### Wiring by layer

Two of the layers only.
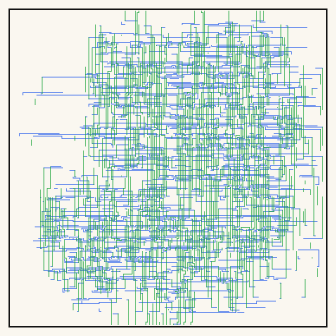
### Nets reached from selected ports

The bar under the picture is 20 um long.
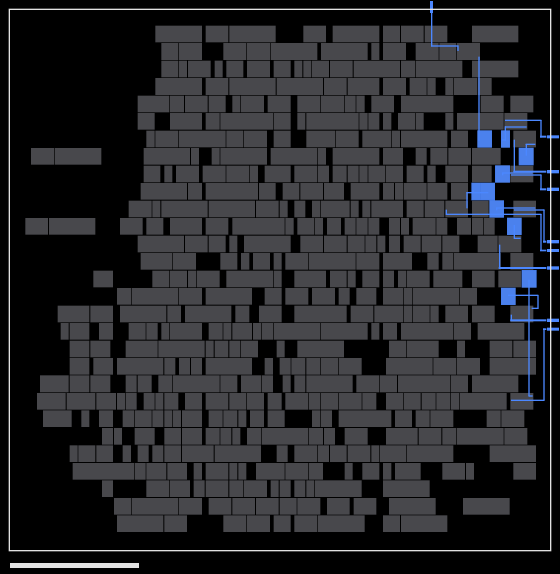
### Where the registers sit

The bar under the picture is 20 um long.
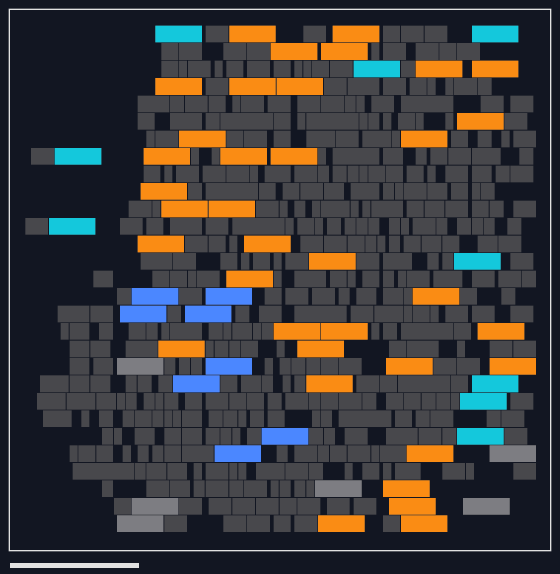
**config.mk**
```make
export PLATFORM = sky130hd
export DESIGN_NAME = thread_scheduler
export DESIGN_NICKNAME = d
export VERILOG_FILES = /design/src/rtl/thread_scheduler_pkg.sv /design/src/rtl/thread_scheduler_rr_arbiter.sv /design/src/rtl/thread_scheduler.sv
export SDC_FILE = /design/constraint.sdc
export NUM_CORES = 1
export LEC_CHECK = 0
export CORE_MARGIN = 2
export CORE_UTILIZATION = 60
export DETAILED_ROUTE_END_ITERATION = 10
export PLACE_DENSITY = 0.95
export SETUP_SLACK_MARGIN = 0.4
export SYNTH_ARGS = -nofsm -noshare
export SYNTH_HDL_FRONTEND = slang
export SYNTH_SLANG_ARGS = --single-unit
export TNS_END_PERCENT = 5
```
**constraint.sdc**
```tcl
create_clock -name clk -period 7.28 [get_ports clk]
set_input_delay 1.456 -clock clk [delete_from_list [all_inputs] [get_ports clk]]
set_output_delay 1.456 -clock clk [all_outputs]
set_load 0.02 [all_outputs]
```
**src/rtl/thread_scheduler_pkg.sv**
```systemverilog
// thread_scheduler_pkg: shared parameters, thread state encoding and opcode constants
package thread_scheduler_pkg;
  localparam int DEF_NUM_THREADS = 4;
  localparam int DEF_TID_WIDTH = 2;
  localparam int DEF_INST_ADDR_WIDTH = 9;
  localparam logic [5:0] HALT_OPCODE = 6'b111111;
  typedef enum logic [1:0] {
    ST_IDLE  = 2'd0,
    ST_READY = 2'd1,
    ST_WAIT  = 2'd2
  } thread_state_t;
endpackage

```
**src/rtl/thread_scheduler_rr_arbiter.sv**
```systemverilog
// thread_scheduler_rr_arbiter: combinational round-robin pick starting after the last grant
module thread_scheduler_rr_arbiter
  import thread_scheduler_pkg::*;
#(
  parameter int NUM_THREADS = DEF_NUM_THREADS,
  parameter int TID_WIDTH = DEF_TID_WIDTH
) (
  input  logic [NUM_THREADS-1:0] req,
  input  logic [TID_WIDTH-1:0]   last,
  output logic [NUM_THREADS-1:0] gnt,
  output logic [TID_WIDTH-1:0]   gnt_tid,
  output logic                   gnt_valid
);
  // scan last+1 .. last+NUM_THREADS; the index wraps naturally since NUM_THREADS is a power of 2
  always_comb begin
    logic [TID_WIDTH-1:0] idx;
    idx = '0;
    gnt = '0;
    gnt_tid = '0;
    gnt_valid = 1'b0;
    for (int k = 1; k <= NUM_THREADS; k++) begin
      idx = last + TID_WIDTH'(k);
      if (!gnt_valid && req[idx]) begin
        gnt[idx] = 1'b1;
        gnt_tid = idx;
        gnt_valid = 1'b1;
      end
    end
  end
endmodule

```
**src/rtl/thread_scheduler.sv**
```systemverilog
// thread_scheduler: barrel-style round-robin issue controller owning per-thread PCs
module thread_scheduler
  import thread_scheduler_pkg::*;
#(
  parameter int NUM_THREADS = DEF_NUM_THREADS,
  parameter int TID_WIDTH = DEF_TID_WIDTH,
  parameter int INST_ADDR_WIDTH = DEF_INST_ADDR_WIDTH
) (
  input  logic                       clk,
  input  logic                       reset,
  input  logic                       start_valid,
  input  logic [TID_WIDTH-1:0]       start_tid,
  input  logic [INST_ADDR_WIDTH-1:0] start_pc,
  output logic                       start_ready,
  input  logic                       stall_in,
  output logic                       issue_valid,
  output logic [TID_WIDTH-1:0]       issue_tid,
  output logic [INST_ADDR_WIDTH-1:0] issue_pc,
  input  logic                       resolve_valid,
  input  logic [TID_WIDTH-1:0]       resolve_tid,
  input  logic                       resolve_taken,
  input  logic [INST_ADDR_WIDTH-1:0] resolve_offset,
  input  logic                       resolve_halt,
  output logic [NUM_THREADS-1:0]     thread_active,
  output logic                       all_halted,
  output logic                       protocol_err
);
  thread_state_t              st   [NUM_THREADS];
  thread_state_t              st_n [NUM_THREADS];
  logic [INST_ADDR_WIDTH-1:0] pc   [NUM_THREADS];
  logic [INST_ADDR_WIDTH-1:0] pc_n [NUM_THREADS];
  logic [TID_WIDTH-1:0]       rr;
  logic [NUM_THREADS-1:0]     req;
  logic [NUM_THREADS-1:0]     gnt;
  logic [TID_WIDTH-1:0]       gnt_tid;
  logic                       gnt_valid;
  logic                       resolve_ok;

  for (genvar i = 0; i < NUM_THREADS; i++) begin : g_thr
    assign req[i] = (st[i] == ST_READY) && !stall_in;
    assign thread_active[i] = st[i] != ST_IDLE;
  end

  assign all_halted = ~|thread_active;
  assign start_ready = st[start_tid] == ST_IDLE;
  assign resolve_ok = st[resolve_tid] == ST_WAIT;

  thread_scheduler_rr_arbiter #(
    .NUM_THREADS(NUM_THREADS),
    .TID_WIDTH(TID_WIDTH)
  ) u_arb (
    .req(req),
    .last(rr),
    .gnt(gnt),
    .gnt_tid(gnt_tid),
    .gnt_valid(gnt_valid)
  );

  // start, resolve and issue touch IDLE, WAIT and READY threads respectively, so they never collide
  always_comb begin
    st_n = st;
    pc_n = pc;
    if (start_valid && start_ready) begin
      st_n[start_tid] = ST_READY;
      pc_n[start_tid] = start_pc;
    end
    if (resolve_valid && resolve_ok) begin
      st_n[resolve_tid] = resolve_halt ? ST_IDLE : ST_READY;
      pc_n[resolve_tid] = resolve_halt  ? pc[resolve_tid] :
                          resolve_taken ? pc[resolve_tid] + resolve_offset :
                                          pc[resolve_tid] + 1'b1;
    end
    for (int i = 0; i < NUM_THREADS; i++) st_n[i] = gnt[i] ? ST_WAIT : st_n[i];
  end

  // thread state, PCs, round-robin pointer and issue/error output registers
  always_ff @(posedge clk) begin
    if (reset) begin
      for (int i = 0; i < NUM_THREADS; i++) begin
        st[i] <= ST_IDLE;
        pc[i] <= '0;
      end
      rr <= TID_WIDTH'(NUM_THREADS - 1);
      issue_valid <= 1'b0;
      issue_tid <= '0;
      issue_pc <= '0;
      protocol_err <= 1'b0;
    end else begin
      st <= st_n;
      pc <= pc_n;
      rr <= gnt_valid ? gnt_tid : rr;
      issue_valid <= gnt_valid;
      issue_tid <= gnt_tid;
      issue_pc <= pc[gnt_tid];
      protocol_err <= resolve_valid && !resolve_ok;
    end
  end
endmodule

```
==> results.cfg <==
; physical design summary
[setup_path]
critPathCapture = pc[24]
cp_cell_sequence = clkdlybuf4s50_1, mux4_2, ha_1, inv_1, fa_1, nand2b_1, a21oi_1, o21ai_0, and3_1, o31a_1, a211oi_1
cp.depth = 11
rr_worst_depth = 8
cp.arrival_ns = 4.87
critPathMaxFanout = 16
crit_required_ns = 7.53
crit_start = resolve_tid[0]
rrSetupSlack_ns = 4.28
cpLargestDelayFamily = buffers and inverters
r2r-start = rr[0]
worst_setup_path_start_kind = input pin
critPathKind = in2reg
worstReg2RegEnd = issue_pc[8]
critPathMaxStageDelay_ns = 1.02
critPathBufInv = 2

[worst_hold_path]
hold_start = st[1]
hold_class = reg2reg
hold_end = st[1]

[finish]
drive_above_1_share = 0.0819
finalNetCount = 502
mostFrequentLayoutCell = dfxtp_1
layoutNonFillerInstCount = 541
inv_count = 16
nFlopsAndLatches = 59
n_clock_buffer = 13
signal_buffers = 49
buffer_area_frac = 0.109
clk_share = 0.0400
area_growth_pct = 16.6
largest_class = combinational gates
largest_reg_flops = 36
fillCellCount = 455
reg.largest.list = pc (36), issue_pc (9), st (8)
lay_top_cells = 59 x dfxtp_1, 51 x mux2i_1, 47 x clkdlybuf4s50_1, 45 x nor2_1, 38 x a211oi_1
logic_area_sq_um = 2470
insertedDiodeCount = 0
top_register = pc

[floorplanning]
core_sq_um = 6280
nWellTaps = 77
std_cell_rows = 29
die_y_um = 84.0
die_w_um = 84.0
fp_util = 0.611

[global_route]
grt_max_degree = 51
met1_usage = 0.382
grt_pass1_vias = 3463
grt_pass1_wl_um = 16900
gr-total-overflow = 0
antenna_found_initial = 0
grt_util_met2 = 0.489
grt_util_all_layers = 0.299
busiest_layer = met2
use_met3 = 0.0524

[yosys]
async_reset_ff_frac = 0
ys_sh_xor = 0.00913
synthTopLogicFamily = AND-OR/OR-AND gates
edf_count = 0
synth_flops = 59
synthCells = 428
ys_seq_frac = 0.308
top_cell = dfxtp_1
aoi_share = 0.206
ys_sh_mux = 0.197
ys_warn_count = 0
synth_cell_type_count = 54
synth_area_sq_um = 3840
ys_sh_simple = 0.184
synth.avg_cell_area_sq_um = 8.97
top_area_frac = 0.308
syn_nets = 470
synthTopCellsByArea = dfxtp_1 31%, mux2i_1 14%, a211oi_1 7.4%, mux4_2 5.3%, nor2_1 4.4%
ys.flop_type = dfxtp_1
fa_ha_area_frac = 0.0443
yosysChipArea_sq_um = 3840

[clock_tree]
cts_tree = yes
cts_made_buffers = 9
clockBufferDepth = 2
postCtsSetupBuffers = 0
clk_pin_slew_ns = 0.06
htreeDepth = 3
hold_buffers = 0
clock-sinks = 59
cts_root_buf = clkbuf_8
cts_resized = 0

[placement]
place_ws_ns = 2.34
place_congestion = 0.920
place_inst = 526

[drt]
remaining_drc_errors = 0
dr.first_iter.drc_count = 343
ant_nets = 0
detail_route.wl_per_cell_um = 19.3
firstDrtPassIters = 5
wl_met3_um = 827
top_layer = met4
vias_per_cell = 6.68
wl_met1_um = 4380

[power]
clk-power_mw = 0.278
swShare = 0.315
pg_comb_mw = 0.227
combPwrFrac = 0.262
power.switching_mw = 0.273
p_clk_frac = 0.321
power_mw = 0.867
ir_worst_vdd_mv = 0.128
power_leakage_nw = 1.69
pwr-share-seq = 0.417
p_per_area_nw_per_um2 = 194
maxPowerGroup = registers

[flow_run]
warnings = 29
maxCapViolCount = 0

[sta]
tightestPinTransition_ns = 1.30
finalClockPeriodUsage = 0.634
fmax_mhz = 217
rsz0062_at_grt = false
clock-skew-final_ns = 0.0123
setup_viol = 0
whs_ns = 0.510
tns_ns = 0
hold_viol_final = 0
finalCriticalPeriod_ns = 4.62

[outcome]
outcome = completed
Back to the opening pictures, 'Wiring by layer':
| layer | colour | wire length |
|---|---|---|
| metal 2 | green | 4880 um |
| metal 1 | blue | 4380 um |
vias: 3613
Routed WL: 10400 um

Back to the opening pictures, 'Nets reached from selected ports':
| port | colour | bits | direction | edge | end cells | buffers | wire |
|---|---|---|---|---|---|---|---|
| resolve_offset | blue | 9 | input | 8 right, 1 top | 10 | 9 | 169 um |
I/O pins: 48
number of I/O port buffers: 47

Back to the opening pictures, 'Where the registers sit':
| signal | colour | placed flops |
|---|---|---|
| pc | orange | 36 |
| issue_pc | cyan | 9 |
| st | blue | 8 |
not coloured: 6
Core Util, Final: 0.713
Flop area: 1180 sq um

Power is estimated from default activity; no workload was simulated.
